### Routing congestion map, run 1

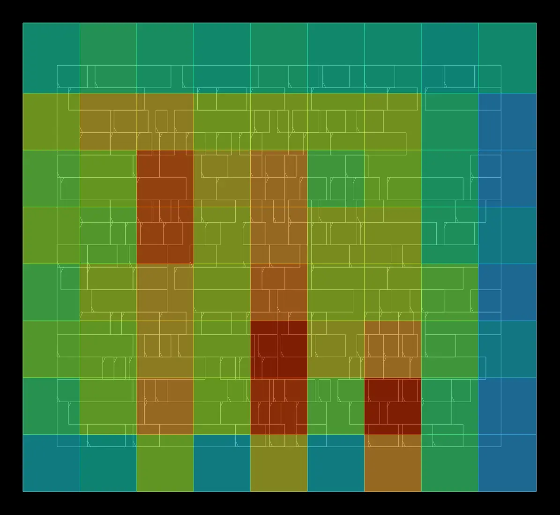
### Clock wires, drivers and flops, run 1

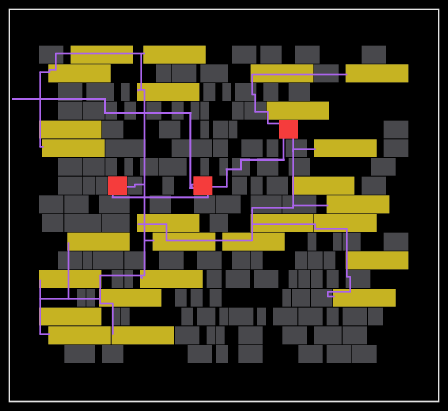
### Cell density map, run 1

6 x 6 tiles, from dark blue (low) to red (high), 0 to 100% covered.
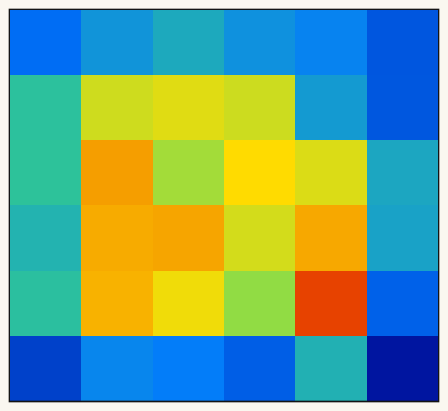
==> config.mk <==
export PLATFORM = sky130hd
export DESIGN_NAME = seq_ctrl_flat
export DESIGN_NICKNAME = d
export VERILOG_FILES = /design/src/rtl/seq_ctrl_if.sv /design/src/rtl/seq_ctrl.sv /design/src/flat_wrapper.sv
export SDC_FILE = /design/constraint.sdc
export NUM_CORES = 1
export LEC_CHECK = 0
export CAP_MARGIN = 20
export CORE_ASPECT_RATIO = 0.9
export CORE_MARGIN = 4
export CORE_UTILIZATION = 51
export CTS_CLUSTER_DIAMETER = 150
export DETAILED_ROUTE_END_ITERATION = 8
export PLACE_DENSITY_LB_ADDON = 0.1
export SYNTH_ARGS = -nofsm -noshare
export SYNTH_HDL_FRONTEND = slang
export SYNTH_SLANG_ARGS = --single-unit
==> constraint.sdc <==
create_clock -name clk -period 3.7 [get_ports clk]
set_input_delay 1.11 -clock clk [delete_from_list [all_inputs] [get_ports clk]]
set_output_delay 1.11 -clock clk [all_outputs]
set_load 0.005 [all_outputs]
==> flow.log, run 1 <==
[report] extracting results
INFO  metric worst_ep_required_time = between 2 and 3 ns
INFO  metric timing.critical_path.depth = 3
INFO  metric grt_pass1_vias = ~1.1k
INFO  metric antenna_cells = 0
INFO  metric dp.cells = ~190
INFO  metric layout_setup_ws = around 0.96 ns
INFO  metric synth.avg_cell_area = about 11 um^2
INFO  metric cts.htree.levels = 1
INFO  metric dr.pass1.iters = 6
INFO  metric status = finished, final reports clean
INFO  metric biggest_power_consumer_among_the_groups = registers
INFO  metric seq_power = 425 uW
INFO  metric final-hold-violation-count = 0
INFO  metric core.rowCount = 17
INFO  metric ys_cells = ~130
INFO  metric synthAoiAreaFrac = 0.0825
INFO  metric die_area = 3540 um^2
INFO  metric synth_async_sr_flop_share = 1.00
INFO  metric post_synth_main_logic_family = simple AND/OR/NAND/NOR gates
INFO  metric finalSetupTns = 0 ns
INFO  metric synth_warnings = 0
INFO  metric ctsResizeCount = 0
INFO  metric route.detailed.vias_per_inst = between 5 and 6
INFO  metric min_delay_path_depth = 1
INFO  metric top_cell = sky130_fd_sc_hd__dfrtp_1
INFO  metric post_synth_most_frequent_cells = sky130_fd_sc_hd__dfrtp_1, sky130_fd_sc_hd__nor2_1, sky130_fd_sc_hd__nand3_1
INFO  metric dr_total_vias = roughly 1.1k
INFO  metric placed_standard_cell_area = approximately 1700 um^2
INFO  metric grt_max_degree = 27
INFO  metric timing.hold.worst.class = reg2reg
INFO  metric cts_tree = done
INFO  metric detailedPlace.worstSlack = 1.12 ns
INFO  metric synth.area.mux_share = 0.0195
INFO  metric synthesis.area = 1350 um^2
INFO  metric fillCellCount = roughly 210
INFO  metric synth_area_in_adders = 0.0278
INFO  metric track_usage = 0.167
INFO  metric synthCells = roughly 130
INFO  metric cts_hold_buf = 0
INFO  metric power_frac_seq = 0.514
INFO  metric sort_of_element_at_the_end_of_the_critical_path = output port
INFO  metric ff2ff_path_depth = 4
INFO  metric mappedNetlistNets = 144
INFO  metric postCtsSetupRepairBufs = 0
INFO  metric synth.top_cells.by_area = sky130_fd_sc_hd__dfrtp_1, sky130_fd_sc_hd__xnor2_1, sky130_fd_sc_hd__nand3_1, sky130_fd_sc_hd__xor2_1, sky130_fd_sc_hd__nor2_1
INFO  metric gp_congestion = ~0.80
INFO  metric power.static_leakage = about 0.73 nW
INFO  metric part_of_the_yosys_area_used_for_sequential_elements = 0.482
INFO  metric worst_pin_slew = between 0.9 and 1 ns
-- 'Routing congestion map' (at the start) --
met2 Use GR: 0.262
Most Used Layer, Global Route: met2
Routed wire per std cell: 15.1 um
met3 usage: 0.0400

-- 'Clock wires, drivers and flops' (at the start) --
[yellow] flip-flops | count: 26
[red] clock drivers | count: 3
[purple] clock wires | length: 291 um
routed clock nets: 4
relative contribution of the clock network to total power: 0.170
clock network power consumption: 141 uW

-- 'Cell density map' (at the start) --
tiles over 75% full: 19%
mean over tiles: 48%
densest ninth of the die: center
emptiest ninth of the die: north-east
Placeable Area: 2490 um^2
Final Util: 0.697
starting utilization of the core area: 0.542

[run 1: cells in the final DEF, fill, tap and decap left out, drive strengths merged]
| cell | netlist | routed |
|---|---|---|
| a21oi | 6 | 6 |
| a31oi | 1 | 1 |
| a41o | 1 | 1 |
| and4 | 2 | 2 |
| and4bb | 1 | 1 |
| clkbuf | 1 | 4 |
| clkdlybuf4s50 | 0 | 34 |
| dfrtp | 26 | 26 |
| ha | 3 | 3 |
| inv | 4 | 4 |
| mux2 | 2 | 2 |
| nand2 | 7 | 7 |
| nand3 | 12 | 12 |
| nand3b | 1 | 1 |
| nand4 | 6 | 6 |
| nand4b | 2 | 2 |
| nand4bb | 1 | 1 |
| nor2 | 13 | 13 |
| nor2b | 1 | 1 |
| nor3 | 3 | 3 |
| nor3b | 3 | 3 |
| nor4 | 1 | 1 |
| nor4bb | 1 | 1 |
| o2111ai | 2 | 2 |
| o21ai | 5 | 5 |
| o21bai | 1 | 1 |
| o31ai | 2 | 2 |
| or2 | 2 | 2 |
| xnor2 | 9 | 9 |
| xor2 | 6 | 6 |
[run 1: worst reg2reg max path, delay by kind of cell (launching register included)]
kind,cells,cell delay (ns)
AND/OR/NAND/NOR,3,0.77
flip-flops,1,0.60
multiplexers,1,0.28
[run 1: metal layers]
layer,track usage,part of all wire,vias to the layer above
li1,-,-,528
met4,0.0495,0.013,0
met1,0.229,0.48,544
met3,0.0400,0.042,4
met2,0.262,0.46,31
met5,0,0,-
[run 1: layout make-up]
type,instances,area (um^2),share of cell area
Clock buffer,4,36.3,0.0209
Inverter,4,15.0,0.00866
Multi-Input combinational cell,94,657,0.379
Sequential cell,26,651,0.375
Tap cell,28,35.0,0.0202
Timing Repair Buffer,34,340,0.196
==> run 2, diff against run 1 <==
--- a/config.mk
+++ b/config.mk
@@ -8,7 +8,7 @@
 export CAP_MARGIN = 20
 export CORE_ASPECT_RATIO = 0.9
 export CORE_MARGIN = 4
-export CORE_UTILIZATION = 51
+export CORE_UTILIZATION = 43
 export CTS_CLUSTER_DIAMETER = 150
 export DETAILED_ROUTE_END_ITERATION = 8
 export PLACE_DENSITY_LB_ADDON = 0.1
==> constraint.sdc (replaced) <==
create_clock -name clk -period 2.28 [get_ports clk]
set_input_delay 0.684 -clock clk [delete_from_list [all_inputs] [get_ports clk]]
set_output_delay 0.684 -clock clk [all_outputs]
set_load 0.005 [all_outputs]
### Cell density map, run 2

7 x 6 tiles, from dark blue (low) to red (high), 0 to 100% covered.
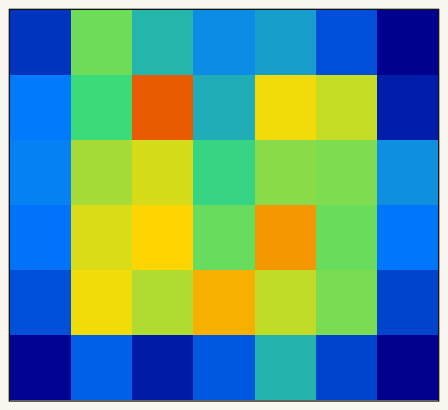
mean over tiles: 42%
densest ninth of the die: center
nearly empty tiles: 7.1%
fullest tile: 90%
tiles over 75% full: 9.5%
starting utilization of the core area: 0.444
Placeable Area: 3040 um^2

==> flow.log, run 2 <==
[report] extracting results
INFO  metric track_usage = 0.163
INFO  metric synth_async_sr_flop_share = 1.00
INFO  metric gp_congestion = around 0.80
INFO  metric route.detailed.vias_per_inst = roughly 5.3
INFO  metric grt_max_degree = 27
INFO  metric cts.htree.levels = 1
INFO  metric timing.critical_path.depth = 3
INFO  metric ys_cells = between 100 and 150
INFO  metric layout_top_cells = sky130_fd_sc_hd__clkdlybuf4s50_1, sky130_fd_sc_hd__dfrtp_1, sky130_fd_sc_hd__nor2_1, sky130_fd_sc_hd__nand3_1, sky130_fd_sc_hd__xnor2_1
INFO  metric worst_ep_required_time = 1.60 ns
INFO  metric synth.avg_cell_area = between 10 and 15 um^2
INFO  metric synthesis.area = around 1400 um^2
INFO  metric dp.cells = slightly above 200
INFO  metric antenna_cells = 0
INFO  metric dr_total_vias = 1094
INFO  metric top_cell = sky130_fd_sc_hd__dfrtp_1
INFO  metric final-hold-violation-count = 0
INFO  metric ff2ff_path_depth = 5
INFO  metric min_delay_path_depth = 1
INFO  metric fillCellCount = approximately 300
INFO  metric grt_pass1_vias = roughly 1.1k
INFO  metric leading_cell_type_in_the_layout_fill_and_taps_excluded = sky130_fd_sc_hd__clkdlybuf4s50_1
INFO  metric synthCells = ~130
INFO  metric die_area = ~4100 um^2
INFO  metric status = finished, final reports clean
INFO  metric finalSetupTns = 0 ns
INFO  metric power.static_leakage = 0.739 nW
INFO  metric synth.top_cells.by_area = sky130_fd_sc_hd__dfrtp_1, sky130_fd_sc_hd__xnor2_1, sky130_fd_sc_hd__nand3_1, sky130_fd_sc_hd__xor2_1, sky130_fd_sc_hd__nor2_1
INFO  metric dr.pass1.iters = 4
==> run 2: logic make-up (layout without fill, tap and decap cells) <==
family	after synthesis	in the layout	share of synthesized area
mux	2	2	0.0195
simple gates	56	56	0.260
fa+ha+maj	3	3	0.0278
compound gates	18	18	0.0825
buf+inv	8	45	0.0315
xor+xnor	15	15	0.0973
flops	26	26	0.482
==> run 2: cell type report <==
class                      instances  area, um^2  share of cell area
tap                               42        52.6              0.0297
timing repair buffer              38         370               0.209
inverter                           4        15.0             0.00849
sequential                        26         652               0.368
clock buffer                       3        22.5              0.0127
multi-input combinational         94         657               0.371
==> run 2: worst reg2reg max path, delay by kind of cell, from the launching register on <==
kind	cells	cell delay (ns)
XOR/XNOR	1	0.17
adder cells (fa/ha/maj)	1	0.26
flip-flops	1	0.47
AND/OR/NAND/NOR	3	0.78
==> run 2: power breakdown <==
part	internal, mW	switching [mW]
Clock	0.0617	0.124
Sequential	0.542	0.114
Combinational	0.268	0.217
Total	0.872	0.454
==> run 2: through the flow <==
stage / utilization / cell area, um^2 / power, mW
after global placement: 0.574 / 1750 / 1.14
after detailed placement: 0.574 / 1750 / 1.15
after floorplan: - / 1350 / 0.918
after global routing: 0.581 / 1770 / 1.43
after CTS: 0.581 / 1770 / 1.34
final: 0.581 / 1770 / 1.33
==> run 2: what timing repair did <==
| item | in CTS | in global routing |
|---|---|---|
| endpoints found under the setup margin | 0 | 1 |
| resized | 0 | 1 |
| hold buffers | 0 | 0 |
| buffers inserted | 0 | 0 |
==> run 2: metal layers <==
layer	wire, um	track usage	share of wire
met5	0	0	0
met4	17	0.0520	0.0057
met3	149	0.0328	0.050
met2	1340	0.256	0.45
met1	1450	0.228	0.49
Power figures rest on the tool's default switching activity, not on a simulated workload.
